## src/rtl/if_fetch_pkg.sv

```systemverilog
// Shared definitions for the instruction-fetch stage.
// Holds the opcode field layout and constants common to IF and ID, the NOP encoding,
// the fetch FSM state type and a HALT-detect helper.
package if_fetch_pkg;

    localparam int unsigned OPCODE_W = 5;

    // Opcode lives in instr[15:11]; only HALT is decoded by fetch.
    localparam logic [OPCODE_W-1:0] OP_NOP   = 5'h00;
    localparam logic [OPCODE_W-1:0] OP_LOAD  = 5'h01;
    localparam logic [OPCODE_W-1:0] OP_STORE = 5'h02;
    localparam logic [OPCODE_W-1:0] OP_BZ    = 5'h0c;
    localparam logic [OPCODE_W-1:0] OP_BN    = 5'h0d;
    localparam logic [OPCODE_W-1:0] OP_HALT  = 5'h1f;

    localparam logic [15:0] NOP_INSTR = 16'h0000;

    typedef enum logic [1:0] {
        StIdle,
        StFetch,
        StDrain,
        StHalt
    } fetch_state_e;

    function automatic logic is_halt(input logic [OPCODE_W-1:0] opcode);
        return opcode == OP_HALT;
    endfunction

endpackage

```

## src/rtl/if_fetch_if.sv

```systemverilog
// Bundle of every non-clock/reset signal of the fetch stage.
//   enable                         run control
//   imem_req/imem_addr             read request to instruction memory (held until ack)
//   imem_ack/imem_rdata            read completion and data
//   stall                          ID cannot accept
//   branch_taken/branch_target     redirect from EX
//   if_instruction/if_pc/if_valid  registered triple presented to ID
//   halted                         fetch stopped on HALT
// master = fetch stage side, slave = memory/pipeline side.
interface if_fetch_if #(
    parameter int unsigned PC_WIDTH    = 8,
    parameter int unsigned INSTR_WIDTH = 16
);
    logic                   enable;
    logic                   imem_req;
    logic [PC_WIDTH-1:0]    imem_addr;
    logic                   imem_ack;
    logic [INSTR_WIDTH-1:0] imem_rdata;
    logic                   stall;
    logic                   branch_taken;
    logic [PC_WIDTH-1:0]    branch_target;
    logic [INSTR_WIDTH-1:0] if_instruction;
    logic [PC_WIDTH-1:0]    if_pc;
    logic                   if_valid;
    logic                   halted;

    modport master (
        input  enable, imem_ack, imem_rdata, stall, branch_taken, branch_target,
        output imem_req, imem_addr, if_instruction, if_pc, if_valid, halted
    );

    modport slave (
        output enable, imem_ack, imem_rdata, stall, branch_taken, branch_target,
        input  imem_req, imem_addr, if_instruction, if_pc, if_valid, halted
    );
endinterface

```

## src/rtl/if_fetch_buffer.sv

```systemverilog
// Synchronous skid FIFO between instruction memory and the IF output register.
//   clk_i, rst_ni         clock, asynchronous active-low reset
//   push_i/wdata_i        write an entry
//   pop_i/rdata_o         consume the head (rdata_o shows the head combinationally)
//   flush_i               empty the FIFO; wins over push/pop
//   count_o/full_o/empty_o occupancy
// Depth must be a power of two so the pointers wrap naturally.
module if_fetch_buffer #(
    parameter int unsigned Depth = 2,
    parameter int unsigned Width = 24
) (
    input  logic                     clk_i,
    input  logic                     rst_ni,
    input  logic                     push_i,
    input  logic                     pop_i,
    input  logic                     flush_i,
    input  logic [Width-1:0]         wdata_i,
    output logic [Width-1:0]         rdata_o,
    output logic [$clog2(Depth):0]   count_o,
    output logic                     full_o,
    output logic                     empty_o
);
    localparam int unsigned PtrW = $clog2(Depth);

    logic [PtrW-1:0]  wr_ptr_q, wr_ptr_d;
    logic [PtrW-1:0]  rd_ptr_q, rd_ptr_d;
    logic [PtrW:0]    count_q, count_d;
    logic [Width-1:0] mem_q [Depth];
    logic [Width-1:0] mem_d [Depth];

    always_comb begin
        mem_d    = mem_q;
        wr_ptr_d = wr_ptr_q;
        rd_ptr_d = rd_ptr_q;
        count_d  = count_q;
        if (flush_i) begin
            wr_ptr_d = '0;
            rd_ptr_d = '0;
            count_d  = '0;
        end else begin
            if (push_i) begin
                mem_d[wr_ptr_q] = wdata_i;
                wr_ptr_d        = wr_ptr_q + 1'b1;
            end
            if (pop_i) begin
                rd_ptr_d = rd_ptr_q + 1'b1;
            end
            if (push_i && !pop_i) begin
                count_d = count_q + 1'b1;
            end else if (!push_i && pop_i) begin
                count_d = count_q - 1'b1;
            end
        end
    end

    always_ff @(posedge clk_i or negedge rst_ni) begin
        if (!rst_ni) begin
            wr_ptr_q <= '0;
            rd_ptr_q <= '0;
            count_q  <= '0;
        end else begin
            wr_ptr_q <= wr_ptr_d;
            rd_ptr_q <= rd_ptr_d;
            count_q  <= count_d;
        end
    end

    // Storage needs no reset; validity is tracked by count_q.
    always_ff @(posedge clk_i) begin
        mem_q <= mem_d;
    end

    assign rdata_o = mem_q[rd_ptr_q];
    assign count_o = count_q;
    assign full_o  = (count_q == (PtrW + 1)'(Depth));
    assign empty_o = (count_q == '0);

endmodule

```

## src/rtl/if_fetch_stage.sv

```systemverilog
// Instruction-fetch stage of the 16-bit pipelined CPU.
// Owns the PC, issues req/ack reads to instruction memory, buffers returned words in a
// small FIFO and presents a registered {instruction, pc, valid} triple to ID. Handles ID
// stalls, EX branch redirects (with discard of an in-flight read) and the HALT opcode.
//   clock   rising-edge clock
//   reset   asynchronous active-low reset
//   bus     if_fetch_if master modport (parameters must match this module's)
module if_fetch_stage
    import if_fetch_pkg::*;
#(
    parameter int unsigned         PC_WIDTH    = 8,
    parameter int unsigned         INSTR_WIDTH = 16,
    parameter logic [PC_WIDTH-1:0] RESET_PC    = '0,
    parameter int unsigned         BUF_DEPTH   = 2
) (
    input logic        clock,
    input logic        reset,
    if_fetch_if.master bus
);
    localparam int unsigned         EntryW      = PC_WIDTH + INSTR_WIDTH;
    localparam int unsigned         CntW        = $clog2(BUF_DEPTH) + 1;
    localparam logic [CntW-1:0]     BufDepthCnt = CntW'(BUF_DEPTH);

    fetch_state_e           state_q, state_d;
    logic [PC_WIDTH-1:0]    pc_q, pc_d;
    logic [PC_WIDTH-1:0]    req_addr_q, req_addr_d;
    logic                   outstanding_q, outstanding_d;
    logic                   drop_q, drop_d;
    logic [INSTR_WIDTH-1:0] instr_q, instr_d;
    logic [PC_WIDTH-1:0]    out_pc_q, out_pc_d;
    logic                   valid_q, valid_d;

    logic                   new_issue;
    logic                   imem_req;
    logic [PC_WIDTH-1:0]    imem_addr;
    logic                   ack;
    logic                   ack_take;

    logic                   buf_push;
    logic                   buf_pop;
    logic                   buf_flush;
    logic [EntryW-1:0]      buf_rdata;
    logic [CntW-1:0]        buf_count;
    logic                   buf_full;
    logic                   buf_empty;

    // A new read starts only with no read in flight and a free slot for its word; once
    // issued, req stays high with a stable address until the ack, so a reserved slot is
    // never lost and full always implies no request.
    assign new_issue = (state_q == StFetch) && bus.enable && !outstanding_q &&
                       (buf_count < BufDepthCnt);
    assign imem_req  = outstanding_q || new_issue;
    assign imem_addr = outstanding_q ? req_addr_q : pc_q;
    assign ack       = imem_req && bus.imem_ack;
    assign ack_take  = ack && !drop_q && !bus.branch_taken;

    always_comb begin
        state_d       = state_q;
        pc_d          = pc_q;
        req_addr_d    = req_addr_q;
        outstanding_d = outstanding_q;
        drop_d        = drop_q;
        instr_d       = instr_q;
        out_pc_d      = out_pc_q;
        valid_d       = valid_q;
        buf_pop       = 1'b0;

        // Request tracking: a cycle with req and no ack leaves a read in flight.
        if (imem_req && !bus.imem_ack) begin
            outstanding_d = 1'b1;
            req_addr_d    = imem_addr;
        end else if (ack) begin
            outstanding_d = 1'b0;
            drop_d        = 1'b0;
        end

        unique case (state_q)
            StIdle: begin
                if (bus.enable) begin
                    state_d = StFetch;
                end
            end
            StFetch: begin
                if (!bus.enable) begin
                    state_d = (imem_req && !bus.imem_ack) ? StDrain : StIdle;
                end
            end
            StDrain: begin
                if (ack) begin
                    state_d = StIdle;
                end
            end
            StHalt: begin
            end
            default: state_d = StIdle;
        endcase

        if (ack_take) begin
            pc_d = imem_addr + 1'b1;
            if (is_halt(bus.imem_rdata[INSTR_WIDTH-1 -: OPCODE_W])) begin
                state_d = StHalt;
            end
        end

        if (bus.branch_taken) begin
            state_d = StFetch;
            pc_d    = bus.branch_target;
            // A read left in flight must complete on the bus but its data is discarded.
            drop_d  = imem_req && !bus.imem_ack;
            instr_d = INSTR_WIDTH'(NOP_INSTR);
            valid_d = 1'b0;
        end else if (!bus.stall) begin
            if (!buf_empty) begin
                buf_pop             = 1'b1;
                {out_pc_d, instr_d} = buf_rdata;
                valid_d             = 1'b1;
            end else begin
                instr_d = INSTR_WIDTH'(NOP_INSTR);
                valid_d = 1'b0;
            end
        end
    end

    always_ff @(posedge clock or negedge reset) begin
        if (!reset) begin
            state_q       <= StIdle;
            pc_q          <= RESET_PC;
            req_addr_q    <= '0;
            outstanding_q <= 1'b0;
            drop_q        <= 1'b0;
            instr_q       <= INSTR_WIDTH'(NOP_INSTR);
            out_pc_q      <= '0;
            valid_q       <= 1'b0;
        end else begin
            state_q       <= state_d;
            pc_q          <= pc_d;
            req_addr_q    <= req_addr_d;
            outstanding_q <= outstanding_d;
            drop_q        <= drop_d;
            instr_q       <= instr_d;
            out_pc_q      <= out_pc_d;
            valid_q       <= valid_d;
        end
    end

    assign buf_push  = ack_take;
    assign buf_flush = bus.branch_taken;

    if_fetch_buffer #(
        .Depth (BUF_DEPTH),
        .Width (EntryW)
    ) u_buffer (
        .clk_i   (clock),
        .rst_ni  (reset),
        .push_i  (buf_push),
        .pop_i   (buf_pop),
        .flush_i (buf_flush),
        .wdata_i ({imem_addr, bus.imem_rdata}),
        .rdata_o (buf_rdata),
        .count_o (buf_count),
        .full_o  (buf_full),
        .empty_o (buf_empty)
    );

    // The slot reservation above must make an overflowing push impossible.
    assert property (@(posedge clock) disable iff (!reset) buf_push |-> (!buf_full || buf_pop));

    assign bus.imem_req       = imem_req;
    assign bus.imem_addr      = imem_addr;
    assign bus.if_instruction = instr_q;
    assign bus.if_pc          = out_pc_q;
    assign bus.if_valid       = valid_q;
    assign bus.halted         = (state_q == StHalt);

endmodule

```

## src/flat_wrapper.sv

```systemverilog
// flat-port wrapper written by rule: the top's interface ports become plain ports
module if_fetch_stage_flat import if_fetch_pkg::*;
#(
    parameter int unsigned         PC_WIDTH    = 8,
    parameter int unsigned         INSTR_WIDTH = 16,
    parameter logic [PC_WIDTH-1:0] RESET_PC    = '0,
    parameter int unsigned         BUF_DEPTH   = 2
)
  (clock, reset, bus_enable, bus_imem_ack, bus_imem_rdata, bus_stall, bus_branch_taken, bus_branch_target, bus_imem_req, bus_imem_addr, bus_if_instruction, bus_if_pc, bus_if_valid, bus_halted);
  if_fetch_if #(.PC_WIDTH(PC_WIDTH), .INSTR_WIDTH(INSTR_WIDTH)) bus_i ();
  input logic clock;
  input logic reset;
  input wire logic [$bits(bus_i.enable)-1:0] bus_enable;
  input wire logic [$bits(bus_i.imem_ack)-1:0] bus_imem_ack;
  input wire logic [$bits(bus_i.imem_rdata)-1:0] bus_imem_rdata;
  input wire logic [$bits(bus_i.stall)-1:0] bus_stall;
  input wire logic [$bits(bus_i.branch_taken)-1:0] bus_branch_taken;
  input wire logic [$bits(bus_i.branch_target)-1:0] bus_branch_target;
  output wire logic [$bits(bus_i.imem_req)-1:0] bus_imem_req;
  output wire logic [$bits(bus_i.imem_addr)-1:0] bus_imem_addr;
  output wire logic [$bits(bus_i.if_instruction)-1:0] bus_if_instruction;
  output wire logic [$bits(bus_i.if_pc)-1:0] bus_if_pc;
  output wire logic [$bits(bus_i.if_valid)-1:0] bus_if_valid;
  output wire logic [$bits(bus_i.halted)-1:0] bus_halted;
  assign bus_i.enable = bus_enable;
  assign bus_i.imem_ack = bus_imem_ack;
  assign bus_i.imem_rdata = bus_imem_rdata;
  assign bus_i.stall = bus_stall;
  assign bus_i.branch_taken = bus_branch_taken;
  assign bus_i.branch_target = bus_branch_target;
  assign bus_imem_req = bus_i.imem_req;
  assign bus_imem_addr = bus_i.imem_addr;
  assign bus_if_instruction = bus_i.if_instruction;
  assign bus_if_pc = bus_i.if_pc;
  assign bus_if_valid = bus_i.if_valid;
  assign bus_halted = bus_i.halted;
  if_fetch_stage #(.PC_WIDTH(PC_WIDTH), .INSTR_WIDTH(INSTR_WIDTH), .RESET_PC(RESET_PC), .BUF_DEPTH(BUF_DEPTH)) u_core (.clock(clock), .reset(reset), .bus(bus_i));
endmodule
```

## config.mk

```make
export PLATFORM = sky130hd
export DESIGN_NAME = if_fetch_stage_flat
export DESIGN_NICKNAME = d
export VERILOG_FILES = /design/src/rtl/if_fetch_pkg.sv /design/src/rtl/if_fetch_if.sv /design/src/rtl/if_fetch_buffer.sv /design/src/rtl/if_fetch_stage.sv /design/src/flat_wrapper.sv
export SDC_FILE = /design/constraint.sdc
export NUM_CORES = 1
export LEC_CHECK = 0
export ABC_AREA = 1
export CORE_ASPECT_RATIO = 1.1
export CORE_MARGIN = 4
export CORE_UTILIZATION = 27
export CTS_CLUSTER_SIZE = 14
export DETAILED_ROUTE_END_ITERATION = 8
export PLACE_DENSITY = 0.58
export SKIP_LAST_GASP = 1
export SYNTH_ARGS = -nofsm -noshare
export SYNTH_HDL_FRONTEND = slang
export SYNTH_SLANG_ARGS = --single-unit
```

## constraint.sdc

```tcl
create_clock -name clock -period 6 [get_ports clock]
set_input_delay 1.8 -clock clock [delete_from_list [all_inputs] [get_ports clock]]
set_output_delay 1.8 -clock clock [all_outputs]
set_load 0.02 [all_outputs]
```

==> out/qor_table.md, run 1 <==
| Quantity | This run |
| --- | --- |
| Result of the run | completed |
| Library cell with the highest instance count after synthesis | nand2_1 |
| Routed wire length per instance | 13.5 µm |
| Post-layout worst setup margin | 893 ps |
| Final period demand of the worst path | 5110 ps |
| Class of the most critical hold timing path | reg -> reg |
| Switching Power | 0.000669 W |
| Internal Pwr Total | 0.00135 W |
| Reg clk slew, reported paths | 70 ps |
| Final GP Congestion | 0.768 |
| Buffers inserted during post-CTS setup optimization | 0 |
| Total power divided by cell area | 388 nW/µm² |
| Peak ir drop on the vdd network | 0.136 mV |
| Area leader share | 35.3% |
| CP Class | in -> out |
| Switching share of power | 33.2% |
| Clk pwr | 0.000545 W |
| Setup Slack @ Placement | 883 ps |
| Largest net degree at the start of global routing | 50 |
| Transition time of the tightest slew-check pin | 944 ps |
| Number of buffers created by CTS | 9 |
| Chip area estimate from yosys synthesis | 4080 µm² |
| Seq share, synth | 65.3% |
| Final Core Density | 35.6% |
| Sum of buffers and inverters on the critical path | 3 |
| PortBufs | 64 |
| Global route overflow | 0 |
| Cells taking the most area after synthesis | edfxtp_1 (35%), dfrtp_1 (30%), nand2_1 (7.6%), nand3_1 (4.7%), mux2i_1 (3.9%) |
| First-pass GRT wire length | 13.9 mm |
| Post-route setup TNS | 0 ps |
| Top cell types by occurrence after synthesis | nand2_1 (83), dfrtp_1 (49), edfxtp_1 (48) |
| Number of cells produced by synthesis | 369 |
| Unrepaired setup endpoints after global routing | false |
| Sequential cell fraction of total power | 44.0% |
| Remaining antenna violation count after routing | 0 |
| Number of sinks handled by clock tree synthesis | 97 |
| Overall die height | 137 µm |
run 1: per-stage QoR:
| step | total power, W | cell area (µm²) | std cells | hold WS, ps |
|---|---|---|---|---|
| after floorplan | 0.00125 | 4080 | 369 | 449 |
| after global placement | 0.00148 | 4910 | 615 | 465 |
| after detailed placement | 0.00150 | 4910 | 615 | 482 |
| after CTS | 0.00205 | 5200 | 631 | 498 |
| after global routing | 0.00215 | 5200 | 631 | 526 |
| final | 0.00201 | 5200 | 631 | 492 |
run 1: area by class of cell:
type                            count  area (µm²)  area share [%]
Clock buffer                        9         225            4.33
Clock inverter                      7        60.1            1.16
Inverter                           33         131            2.53
Multi-Input combinational cell    226        1220            23.4
Sequential cell                    97        2670            51.3
Tap cell                          192         240            4.62
Timing Repair Buffer               67         658            12.7
run 1: kinds of logic after synthesis:
family / synth area share [%]
AOI/OAI and AO/OA: 6.56
xor gates and xnor gates: 0.214
buffers and inverters: 4.96
DFF: 65.3
and+or+nand+nor: 18.7
muxes: 3.92
adders and majority gates: 0.306
run 1: worst paths after layout:
check,start,to,cells past startpoint
min in group asynchronous,reset,u_core.bus.if_instruction[8]$_DFFE_PN0P_,2
min reg2reg,u_core.pc_q[0]$_DFFE_PN0P_,u_core.pc_q[0]$_DFFE_PN0P_,2
max,bus_enable,bus_imem_req,6
min,u_core.pc_q[0]$_DFFE_PN0P_,u_core.pc_q[0]$_DFFE_PN0P_,2
max reg2reg,u_core.outstanding_q$_DFFE_PN0P_,u_core.u_buffer.mem_q[35]$_DFFE_PP_,6
max in group asynchronous,reset,u_core.pc_q[7]$_DFFE_PN0P_,2
run 1: metal layers:
metal  GRT usage [%]  vias up  share of wire, %
met4            2.53        0              0.73
met3            3.08        7               5.1
met5               0        -                 0
met1            13.3     1315                46
li1                -     1373                 -
met2            17.1       64                48
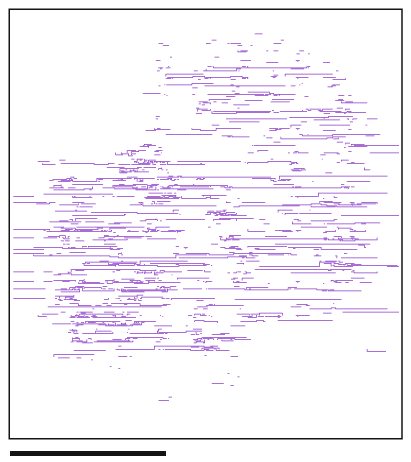
(run_1/m1.png)
The bar under the picture is 50 µm long.
The layer holds 46% of the routed length. The longest straight run is 36.3 µm.

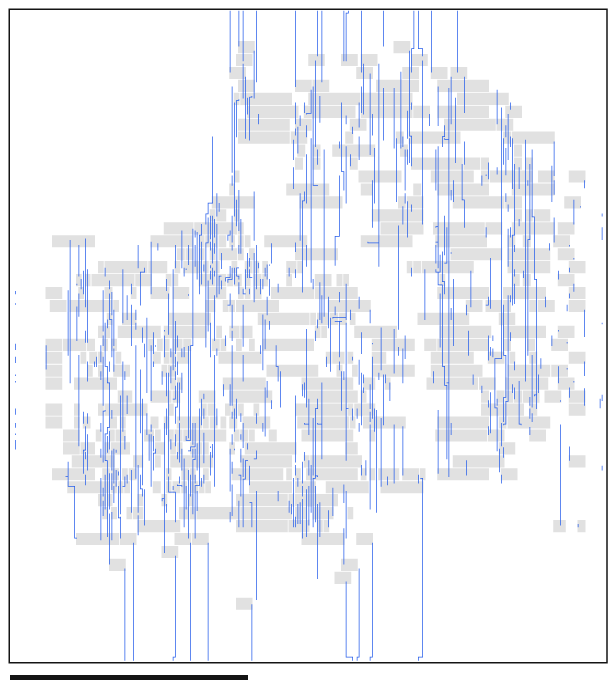
(run_1/m2.png)
The bar under the picture is 50 µm long.
The layer carries 4100 µm of wire. The longest straight run is 81.6 µm. The wires run mostly vertical.
Via Count: 2759
routed wire length: 8.53 mm
met2 usage in global routing: 17.1%

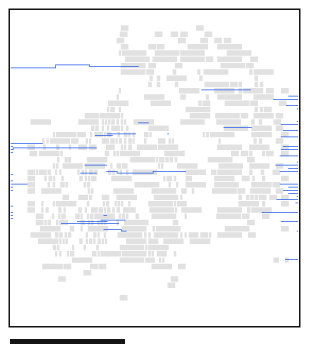
(run_1/m3.png)
The bar under the picture is 50 µm long.
The layer holds 5.1% of the routed length. The layer carries 434 µm of wire. The longest straight run is 36.1 µm. 48 nets have wire on it.
GR Util met3: 3.08%

==> run_1/congestion_map.png <==
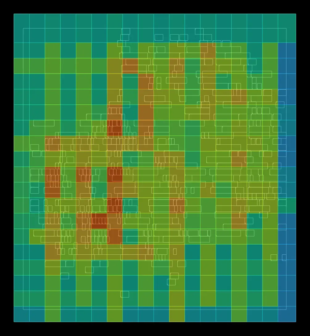

==> inputs of run 2 (changes only) <==
--- a/config.mk
+++ b/config.mk
@@ -11,7 +11,7 @@
 export CORE_UTILIZATION = 27
 export CTS_CLUSTER_SIZE = 14
 export DETAILED_ROUTE_END_ITERATION = 8
-export PLACE_DENSITY = 0.58
+export PLACE_DENSITY_LB_ADDON = 0.1
 export SKIP_LAST_GASP = 1
 export SYNTH_ARGS = -nofsm -noshare
 export SYNTH_HDL_FRONTEND = slang
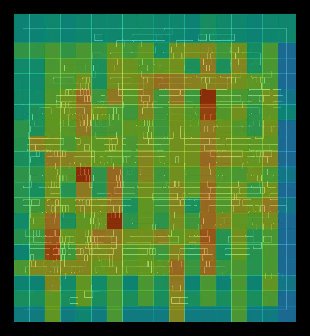
(run_2/congestion_map.png)
met1 Track Usage GR: 15.6%
met2 usage in global routing: 17.6%
overall routing resource usage: 11.4%
GRT Max-Usage Layer: met2
GR Util met3: 3.47%

==> out/qor_table.md, run 2 <==
| Quantity | This run |
| --- | --- |
| Routed wire length | 9.31 mm |
| Final period demand of the worst path | 5060 ps |
| Class of the most critical hold timing path | reg -> reg |
| Final Core Density | 35.6% |
| Remaining antenna violation count after routing | 0 |
| Overall die height | 137 µm |
| CTS tree | done |
| PortBufs | 64 |
| Post-layout worst setup margin | 940 ps |
| Synth Cell Area | 4080 µm² |
| Worst Path Max Fanout | 7 |
| Peak ir drop on the vdd network | 0.146 mV |
| Top cell types by occurrence after synthesis | nand2_1 (83), dfrtp_1 (49), edfxtp_1 (48) |
| Worst reg2reg path depth | 6 |
| First-pass GRT wire length | 15.2 mm |
| Commonest flop | dfrtp_1 |
| Number of stages on the worst hold path | 2 |
| Worst hold margin | 486 ps |
| Total of max-cap violations | 0 |
| Buffers inserted during post-CTS setup optimization | 0 |
| Worst Hold Path EP | u_core.req_addr_q[1]$_DFFE_PN0N_ |
| CP Class | in -> out |
| Setup Slack @ Placement | 917 ps |
| Seq share, synth | 65.3% |
| Worst reg2reg setup slack | 3510 ps |
| Routed wire length per instance | 14.7 µm |
| Cell resize tally after clock tree synthesis | 0 |
| Cells taking the most area after synthesis | edfxtp_1 (35%), dfrtp_1 (30%), nand2_1 (7.6%), nand3_1 (4.7%), mux2i_1 (3.9%) |
| Transition time of the tightest slew-check pin | 1100 ps |
| Chip area estimate from yosys synthesis | 4080 µm² |
| Library cell with the highest instance count after synthesis | nand2_1 |
| CP Launch Point | bus_enable |
| Result of the run | completed |
| Number of sinks handled by clock tree synthesis | 97 |
| Area leader share | 35.3% |
| Unrepaired setup endpoints after global routing | false |
| Number of buffers created by CTS | 9 |
| Endpoint of the most critical setup path | bus_imem_req |
| Largest net degree at the start of global routing | 50 |
| Global route overflow | 0 |
| Hold path startpoint | u_core.req_addr_q[1]$_DFFE_PN0N_ |
| Floorplan net count | 400 |
| Via Count | 2747 |
| Final GP Congestion | 0.712 |
| R2r startpoint | u_core.outstanding_q$_DFFE_PN0P_ |
| Total power divided by cell area | 392 nW/µm² |
| Post-route setup TNS | 0 ps |
| Number of cells produced by synthesis | 369 |
| Worst r2r dst | u_core.u_buffer.mem_q[31]$_DFFE_PP_ |
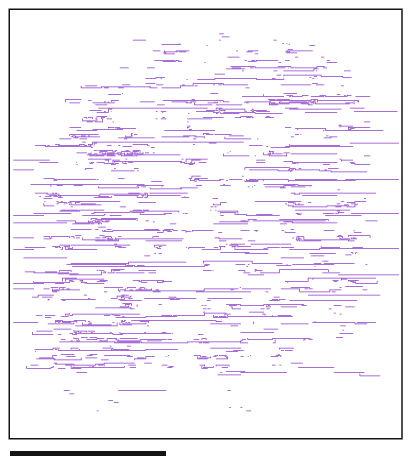
(run_2/m1.png)
The bar under the picture is 50 µm long.
The longest straight run is 48.3 µm. The wires run mostly horizontal. The layer holds 48% of the routed length. The layer carries 4440 µm of wire.

==> run 2: kinds of logic after synthesis <==
kind of cell / synth area share (%)
xor gates and xnor gates: 0.214
DFF: 65.3
and+or+nand+nor: 18.7
muxes: 3.92
adders and majority gates: 0.306
AOI/OAI and AO/OA: 6.56
buffers and inverters: 4.96
==> run 2: layout make-up <==
class                   instances  area [µm²]
fillers                      1524        9410
inverters                      33         131
clock inverters                 5        57.6
flip-flops and latches         97        2670
well taps                     192         240
multi-input cells             226        1220
clock buffers                  11         233
repair buffers                 68         666
==> run 2: worst max-delay path: stages <==
cell	delay, ps
clkdlybuf4s50_1	450
inv_1	40
nor2_1	110
nand2_1	100
nand2_4	130
clkdlybuf4s50_1	620
==> run 2: per-stage QoR <==
step	cells	instance area, µm²	power (W)
after global routing	632	5210	0.00217
after floorplan	369	4080	0.00125
after global placement	616	4920	0.00150
final	632	5210	0.00204
after CTS	632	5210	0.00208
after detailed placement	616	4920	0.00150
==> run 2: report_power, final <==
part | internal [W] | switching, W | leakage [nW]
registers | 0.000819 | 0.0000626 | 1.07
clock network | 0.000323 | 0.000244 | 0.133
logic | 0.000240 | 0.000352 | 0.935
==> run 2: layer usage <==
metal  routed length, µm  vias to the layer above  part of all wire (%)  global-route usage (%)
met3                 432                        7                   4.6                    3.47
met4                 103                        0                   1.1                    3.25
met2                4340                       60                    47                    17.6
li1                    -                     1379                     -                       -
met1                4440                     1301                    48                    15.6
met5                   0                        -                     0                       0
==> run_2/m2.png <==
The bar under the picture is 50 µm long.
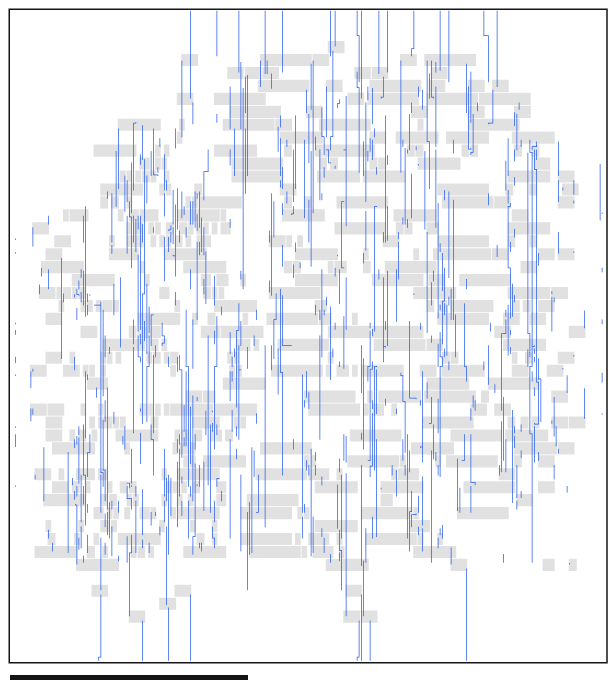

==> inputs of run 3 (changes only) <==
==> constraint.sdc (replaced) <==
create_clock -name clock -period 4.55 [get_ports clock]
set_input_delay 1.365 -clock clock [delete_from_list [all_inputs] [get_ports clock]]
set_output_delay 1.365 -clock clock [all_outputs]
set_load 0.02 [all_outputs]
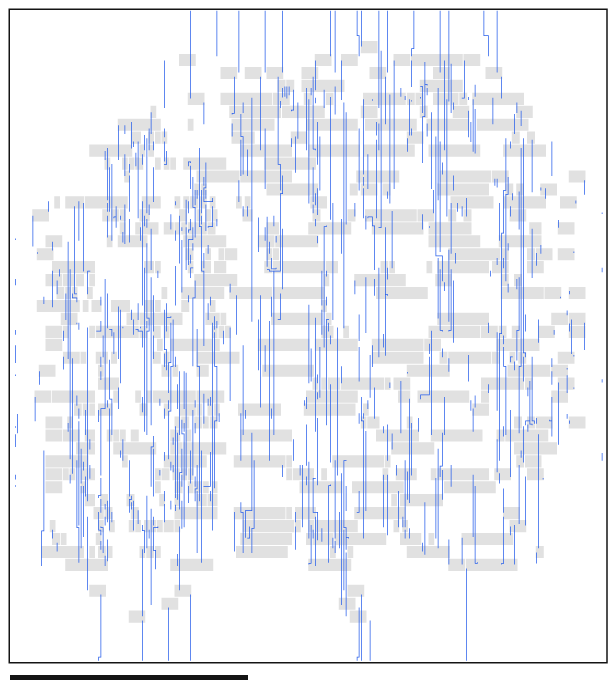
(run_3/m2.png)
The bar under the picture is 50 µm long.
The layer holds 49% of the routed length. The wires run mostly vertical. The layer carries 4630 µm of wire. The longest straight run is 47.3 µm. 353 nets have wire on it.

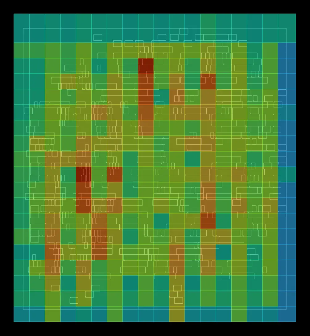
(run_3/congestion_map.png)
Final Core Density: 35.8%
met1 Track Usage GR: 14.8%
GR Util met3: 2.50%
routed wire length per instance: 14.9 µm

==> out/qor_table.md, run 3 <==
| Quantity | This run |
| --- | --- |
| Result of the run | completed |
| Cell chain of the critical path | clkdlybuf4s50_1 -> inv_1 -> nor2_1 -> nand2_1 -> nand2_4 -> clkdlybuf4s50_1 |
| Internal Pwr Total | 0.00184 W |
| Sequential Power | 0.00116 W |
| Root Driver | clkbuf_16 |
| Number of sinks handled by clock tree synthesis | 97 |
| Peak ir drop on the vdd network | 0.203 mV |
| Buffers inserted during post-CTS setup optimization | 0 |
| Class of the most critical hold timing path | reg -> reg |
| FILL cells | 1505 |
| Area leader share | 35.3% |
| Worst reg2reg path depth | 7 |
| Switching Power | 0.000870 W |
| Seq share, synth | 65.3% |
| CP Launch Point | bus_enable |
| Part of the power in the clock network | 28.0% |
| First-pass GRT wire length | 15.4 mm |
| Final GP Congestion | 0.717 |
| Remaining antenna violation count after routing | 0 |
| Routed wire length | 9.44 mm |
| Top cell types by occurrence after synthesis | nand2_1 (83), dfrtp_1 (49), edfxtp_1 (48) |
| CP Class | in -> out |
| Total cell area at the placement stage | 4940 µm² |
| Overall routing resource usage | 11.6% |
| Overall die height | 137 µm |
| Hold path startpoint | u_core.pc_q[0]$_DFFE_PN0P_ |
| CTS tree | done |
| Global route overflow | 0 |
| Worst reg2reg setup slack | 2480 ps |
| Slowest-stage cell, CP | clkdlybuf4s50_1 |
| Top power group | registers |
| Total non-filler cell area in the finished layout | 5230 µm² |
| Post-route setup TNS | 0 ps |
| Number of stages on the worst hold path | 2 |
| Total of max-cap violations | 0 |
| R2r startpoint | u_core.outstanding_q$_DFFE_PN0P_ |
| Sum of buffers and inverters on the critical path | 3 |
| Chip area estimate from yosys synthesis | 4080 µm² |
| Worst path top cell family by delay | buffers and inverters |
| PortBufs | 64 |
| Library cell with the highest instance count after synthesis | nand2_1 |
| Commonest flop | dfrtp_1 |
| Number of cells on the critical path | 6 |
| Clk pwr | 0.000758 W |
| Transition time of the tightest slew-check pin | 555 ps |
run 3: cell count changes in the layout (fill, tap and decap cells not counted):
| cell | previous run | this run |
|---|---|---|
| buf_4 | 4 | 6 |
| clkbuf_1 | 2 | 1 |
| clkbuf_8 | 0 | 1 |
| clkinv_2 | 0 | 2 |
| clkinv_4 | 1 | 0 |
| clkinv_1 | 2 | 1 |
run 3: through the flow:
stage          total power [W]  setup slack, ps  std cells  hold WS (ps)  utilization (%)
6_report               0.00271              346        634           486             35.8
5_1_grt                0.00289              286        634           505             35.8
4_1_cts                0.00276              333        634           488             35.8
3_5_place_dp           0.00198              338        618           472             33.8
3_3_place_gp           0.00197              336        618           464             33.8
2_1_floorplan          0.00165             1260        369           449                -
run 3: kinds of logic after synthesis:
group	after synthesis	share of synthesized area, %
XOR/XNOR	1	0.214
buffers and inverters	46	4.96
multiplexers	16	3.92
AND-OR/OR-AND	41	6.56
AND/OR/NAND/NOR	167	18.7
adder cells (fa/ha/maj)	1	0.306
flip-flops	97	65.3
run 3: area by class of cell:
type                       instances  area, µm²  share of cell area (%)
clock inverter                     5       55.1                    1.05
clock buffer                      11        243                    4.64
timing repair buffer              70        681                    13.0
inverter                          33        131                    2.51
multi-input combinational        226       1220                    23.2
sequential                        97       2670                    51.0
tap                              192        240                    4.59
run 3: metal layers:
metal  wire (µm)  vias up  global-route usage, %
met5           0        -                      0
met3         433       12                   2.50
met2        4630       62                   19.2
met4         149        0                   5.06
met1        4220     1316                   14.8
li1            -     1380                      -
run 3: worst register-to-register path, cell delays in order, from the launching register on:
cell,delay (ps)
dfrtp_1,660
inv_8,120
nand2_4,160
nand3_2,120
inv_2,180
nand2_1,90
inv_1,60
buf_4,330
Power is estimated from default activity; no workload was simulated.
